<file path="config.mk">
export PLATFORM = sky130hd
export DESIGN_NAME = datapath_unit
export DESIGN_NICKNAME = d
export VERILOG_FILES = /design/src/rtl/datapath_unit.sv
export SDC_FILE = /design/constraint.sdc
export NUM_CORES = 1
export LEC_CHECK = 0
export CAP_MARGIN = 10
export CORE_AREA = 2 2 349 351
export DETAILED_ROUTE_END_ITERATION = 16
export DIE_AREA = 0 0 351 353
export PLACE_DENSITY = 0.48
export SLEW_MARGIN = 20
export SYNTH_ARGS = -nofsm -noshare
export SYNTH_HDL_FRONTEND = slang
export SYNTH_SLANG_ARGS = --single-unit
export TNS_END_PERCENT = 50
</file>
<file path="constraint.sdc">
create_clock -name clk -period 8.8 [get_ports clk]
set_input_delay 1.76 -clock clk [delete_from_list [all_inputs] [get_ports clk]]
set_output_delay 1.76 -clock clk [all_outputs]
set_load 0.02 [all_outputs]
</file>
<file path="src/rtl/datapath_unit.sv">
// Single-bus 32-bit datapath slice: bus mux, register bank, Y/Z and ALU.
// Build option: define ALU_LOGIC_EN to enable the SUB/AND/OR ALU ops.
module datapath_unit #(
  parameter int WIDTH = 32
) (
  input  logic                 clk,
  input  logic                 reset,
  input  logic                 PCout,
  input  logic                 Zlowout,
  input  logic                 MDRout,
  input  logic                 R2out,
  input  logic                 R4out,
  input  logic                 MARin,
  input  logic                 Zin,
  input  logic                 PCin,
  input  logic                 MDRin,
  input  logic                 IRin,
  input  logic                 Yin,
  input  logic                 R2in,
  input  logic                 R4in,
  input  logic                 R5in,
  input  logic                 IncPC,
  input  logic                 read,
  input  logic                 ADD,
  input  logic                 SUB,
  input  logic                 AND,
  input  logic                 OR,
  input  logic [WIDTH-1:0]     Mdatain,
  output logic [WIDTH-1:0]     R0,
  output logic [WIDTH-1:0]     R1,
  output logic [WIDTH-1:0]     R2,
  output logic [WIDTH-1:0]     R3,
  output logic [WIDTH-1:0]     R4,
  output logic [WIDTH-1:0]     R5,
  output logic [WIDTH-1:0]     R6,
  output logic [WIDTH-1:0]     R7,
  output logic [WIDTH-1:0]     R8,
  output logic [WIDTH-1:0]     R9,
  output logic [WIDTH-1:0]     R10,
  output logic [WIDTH-1:0]     R11,
  output logic [WIDTH-1:0]     R12,
  output logic [WIDTH-1:0]     R13,
  output logic [WIDTH-1:0]     R14,
  output logic [WIDTH-1:0]     R15,
  output logic [WIDTH-1:0]     Hi,
  output logic [WIDTH-1:0]     Lo,
  output logic [WIDTH-1:0]     PC,
  output logic [WIDTH-1:0]     MDR,
  output logic [WIDTH-1:0]     IR,
  output logic [WIDTH-1:0]     bus_mux_out,
  output logic [2*WIDTH-1:0]   Z,
  output logic [2*WIDTH-1:0]   ALUout
);

  logic [WIDTH-1:0]   r_pc;
  logic [WIDTH-1:0]   r_ir;
  logic [WIDTH-1:0]   r_mar;
  logic [WIDTH-1:0]   r_mdr;
  logic [WIDTH-1:0]   r_y;
  logic [2*WIDTH-1:0] r_z;
  logic [WIDTH-1:0]   r_r2;
  logic [WIDTH-1:0]   r_r4;
  logic [WIDTH-1:0]   r_r5;

  logic [WIDTH-1:0]   w_bus;
  logic [WIDTH-1:0]   w_mdr_d;
  logic [2*WIDTH-1:0] w_alu;
  logic [2*WIDTH-1:0] w_sext_a;
  logic [2*WIDTH-1:0] w_sext_b;
  logic               w_unused_bits;

  // Overlapping selects resolve by fixed priority, not one-hot.
  always_comb begin
    w_bus = '0;
    if (PCout)        w_bus = r_pc;
    else if (Zlowout) w_bus = r_z[WIDTH-1:0];
    else if (MDRout)  w_bus = r_mdr;
    else if (R2out)   w_bus = r_r2;
    else if (R4out)   w_bus = r_r4;
  end

  assign w_sext_a = {{WIDTH{r_y[WIDTH-1]}}, r_y};
  assign w_sext_b = {{WIDTH{w_bus[WIDTH-1]}}, w_bus};

  always_comb begin
    w_alu = '0;
    if (IncPC)
      w_alu = {{WIDTH{1'b0}}, w_bus + WIDTH'(1)};
    else if (ADD)
      w_alu = w_sext_a + w_sext_b;
`ifdef ALU_LOGIC_EN
    else if (SUB)
      w_alu = w_sext_a - w_sext_b;
    else if (AND)
      w_alu = {{WIDTH{1'b0}}, r_y & w_bus};
    else if (OR)
      w_alu = {{WIDTH{1'b0}}, r_y | w_bus};
`endif
  end

`ifdef ALU_LOGIC_EN
  assign w_unused_bits = ^r_mar;
`else
  assign w_unused_bits = ^{r_mar, SUB, AND, OR};
`endif

  assign w_mdr_d = read ? Mdatain : w_bus;

  always_ff @(posedge clk or posedge reset) begin
    if (reset) begin
      r_pc  <= '0;
      r_ir  <= '0;
      r_mar <= '0;
      r_mdr <= '0;
      r_y   <= '0;
      r_z   <= '0;
      r_r2  <= '0;
      r_r4  <= '0;
      r_r5  <= '0;
    end else begin
      if (PCin)  r_pc  <= w_bus;
      if (IRin)  r_ir  <= w_bus;
      if (MARin) r_mar <= w_bus;
      if (MDRin) r_mdr <= w_mdr_d;
      if (Yin)   r_y   <= w_bus;
      if (Zin)   r_z   <= w_alu;
      if (R2in)  r_r2  <= w_bus;
      if (R4in)  r_r4  <= w_bus;
      if (R5in)  r_r5  <= w_bus;
    end
  end

  // Registers without a load path read as constant zero.
  assign R0  = '0;
  assign R1  = '0;
  assign R2  = r_r2;
  assign R3  = '0;
  assign R4  = r_r4;
  assign R5  = r_r5;
  assign R6  = '0;
  assign R7  = '0;
  assign R8  = '0;
  assign R9  = '0;
  assign R10 = '0;
  assign R11 = '0;
  assign R12 = '0;
  assign R13 = '0;
  assign R14 = '0;
  assign R15 = '0;
  assign Hi  = '0;
  assign Lo  = '0;

  assign PC          = r_pc;
  assign MDR         = r_mdr;
  assign IR          = r_ir;
  assign bus_mux_out = w_bus;
  assign Z           = r_z;
  assign ALUout      = w_alu;

endmodule

</file>
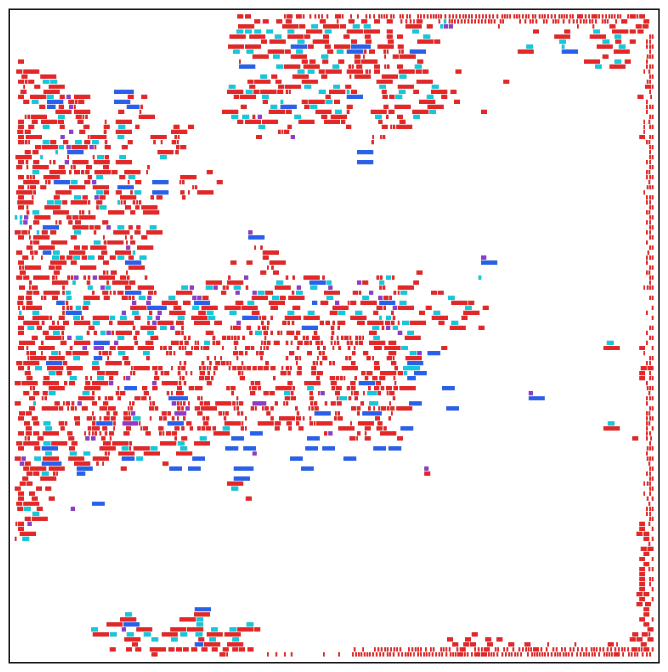
(cells by drive strength)
x1 and smaller -> red  # cells 1873, share 83%
x3 and x4 -> purple  # cells 75, share 3.3%
x6 and larger -> blue  # cells 80, share 3.5%
x2 -> cyan  # cells 227, share 10%

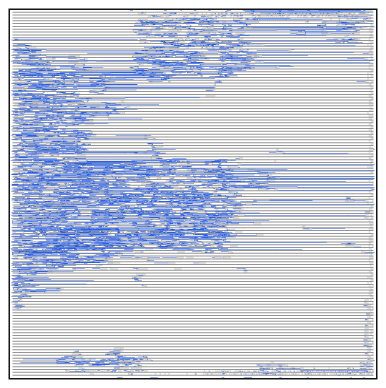
(signal wires on met1)
Supply wires on this layer in grey.
longest straight run = 131 µm
main direction = horizontal
wire length on this layer = 33.1 mm
nets with wire on the layer = 1748

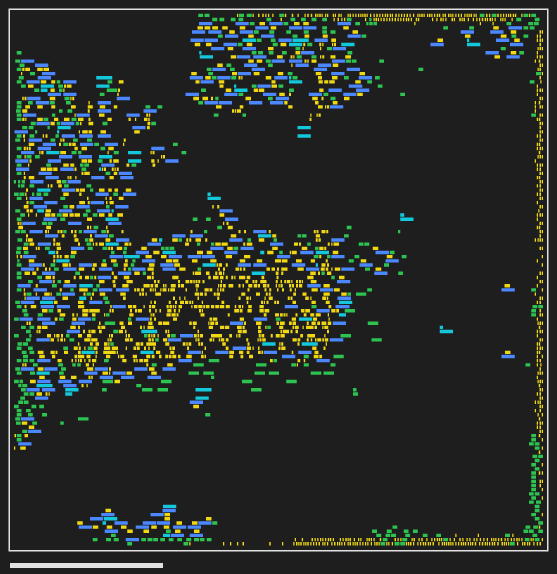
(cells coloured by class)
Bar = 100 µm.
clock drivers and dummy loads -> cyan  # cells 68
sequential cells -> blue  # cells 257
remaining buffers and delay cells -> green  # cells 467
remaining logic cells -> yellow  # cells 1463

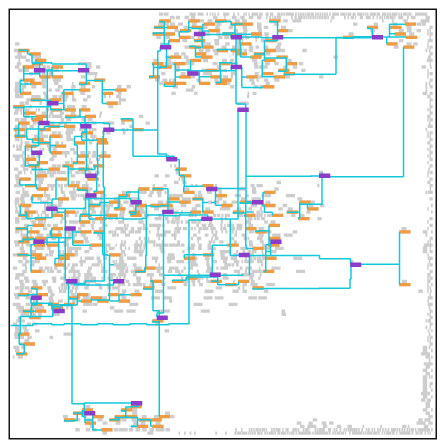
(clock network drawn from the DEF)
clock-net drivers -> purple  # count 38
flip-flops -> orange  # count 257
clock wires -> cyan  # length 5820 µm
routed clock nets = 39

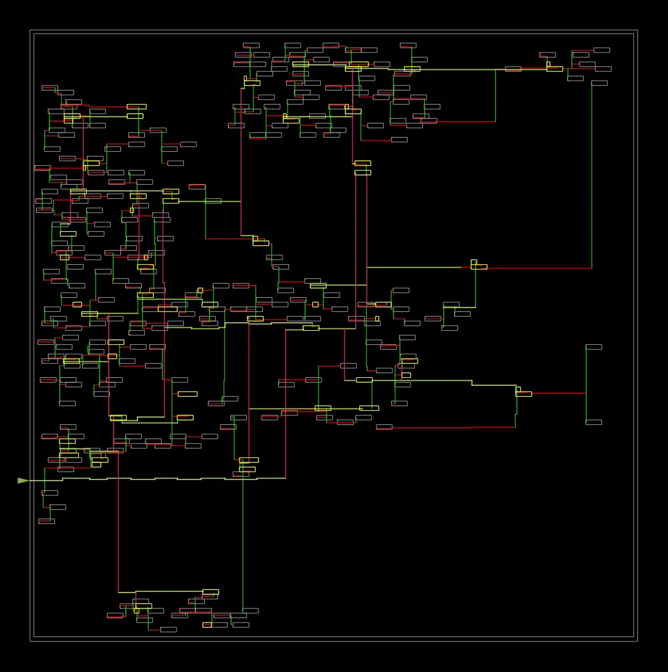
(clock routing)
worst skew pair latency: 0.60 ns
Layout Skew: 0.0418 ns
clock group total power: 1.74 mW
clk_buf instances: 49

==> flow_summary_export.csv <==
group,metric,value,unit
final_timing,setup_tns,0,ns
pwr,p_seq_frac,0.255,
job,maxCapViolations,0,
final_timing,whs,0.504,ns
final_layout,mostFrequentLayoutCells,"480 x conb_1, 366 x clkdlybuf4s50_1, 256 x dfrtp_1",
final_layout,final_util,0.196,
final_timing,worst_slew_pin_slew,1.06,ns
setup_path,worst_setup_path_start_kind,"input port",
min_path,hold_class,"reg2reg",
logic_synthesis,yosys_warnings,0,
global_route,grt_first_pass_wirelength,110,mm
logic_synthesis,ff_type,"dfrtp_1",
logic_synthesis,synth_area,18100,µm²
floorplan,chip_area,124000,µm²
placed_design,hpwl,64.7,mm
run_status,status,"completed",
logic_synthesis,ys_seq_frac,0.355,
final_layout,drive_above_1_share,0.169,
clocking,cts_setup_buffers,0,
detailed_routing,drt_iter0_drc,744,
pwr,leakage,10.2,nW
clocking,clockBufferDepth,3,
clocking,cts.htree.levels,2,
final_layout,fin_nets,2316,
floorplan,num_rows,128,
logic_synthesis,ys_types,74,
final_layout,n_fill_cell,13400,
floorplan,die.size.y,353,µm
floorplan,fp_util,0.150,
clocking,ctsResizeCount,0,
detailed_routing,wire_per_inst,21.5,µm
final_timing,finalMaxSlewViolations,0,
final_timing,final.period_utilization,0.939,
logic_synthesis,synthArstFlopShare,1.00,
clocking,cts.reportedPaths.clkPinSlew,0.05,ns
detailed_routing,via_count,14000,
detailed_routing,finalWirelength,83.7,mm
detailed_routing,ant_nets,0,
placed_design,place_inst,3812,
clocking,cts_root_buf,"clkbuf_16",
placed_design,gp_congestion,0.840,
placed_design,io_buffers,401,
clocking,cts_tree,"yes",
final_timing,layout_setup_ws,0.533,ns
final_layout,mostFrequentLayoutCell,"conb_1",
floorplan,die_w,351,µm
setup_path,crit_type,"in2out",
==> cells by family (layout without fill, tap and decap cells) <==
group,Yosys count,count (layout),synth area share
fa+ha+maj,35,35,0.0246
compound gates,353,353,0.121
simple gates,305,305,0.0895
xor+xnor,46,46,0.0223
flops,257,257,0.355
other cells,1,484,0.000207
buf+inv,675,563,0.255
mux,216,216,0.132
==> power by group through the flow <==
stage               Clock (mW)  Combinational [mW]  Sequential, mW
finish                    1.74                3.51            1.80
global route              1.85                3.75            1.84
CTS                       1.81                3.58            1.80
detailed placement           0                3.56            1.81
global placement             0                3.56            1.81
floorplan                    0                1.69            2.05
==> path summary, 6_finish.rpt <==
kind / from / end / cells past startpoint
worst min-delay path: IR[14] / IR[14] / 1
worst max register to register: R2[11] / Z[20] / 12
max in group asynchronous: reset / MDR[26] / 4
min in group asynchronous: reset / R5[0] / 2
worst min register to register: IR[14] / IR[14] / 1
worst max-delay path: R4out / ALUout[34] / 17
==> cell usage after synthesis (22+ instances only) <==
master and number:
buf_4 546, dfrtp_1 257, mux2_2 186, a21oi_1 142
nor2_1 91, clkbuf_1 71, nand2_1 71, o21ai_0 60
ha_1 34, mux2i_1 30, xnor2_1 29, inv_1 27
a221oi_1 22
==> per-layer routing <==
layer | GRT usage | wire length (µm) | up-vias
met1 | 0.153 | 33100 | 7002
met4 | 0.0425 | 2560 | 16
met3 | 0.0576 | 9410 | 105
met2 | 0.205 | 38500 | 659
li1 | - | - | 6207
met5 | 0 | 107 | -
==> flip-flops by register name (all words and copies together) (netlist names) <==
register  flops
R5           32
IR           32
Z            33
R4           32
MDR          32
PC           32
R2           32
r_y          32
==> layout make-up <==
| cell class | instances | area (µm²) | area share |
|---|---|---|---|
| multi-input combinational | 1435 | 8910 | 0.378 |
| sequential | 257 | 6430 | 0.273 |
| timing repair buffer | 467 | 4710 | 0.200 |
| tap | 1625 | 2030 | 0.0862 |
| clock buffer | 49 | 1100 | 0.0468 |
| clock inverter | 19 | 288 | 0.0122 |
| inverter | 28 | 109 | 0.00461 |
| antenna | 4 | 10.0 | 0.000424 |
==> worst max-delay path: stages <==
cell and delay, ns:
clkdlybuf4s50_1 0.49, buf_4 0.27, nand3b_1 0.11, a2bb2oi_1 0.50
a21oi_1 0.17, inv_1 0.18, ha_1 0.28, and3_1 0.22
o31a_1 0.33, o2111ai_1 0.36, a211oi_1 0.22, o2111ai_1 0.30
a21boi_0 0.15, a2bb2oi_1 0.19, nor2_2 0.13, buf_12 0.18
clkdlybuf4s50_1 0.63
Power and IR drop assume default switching activity.
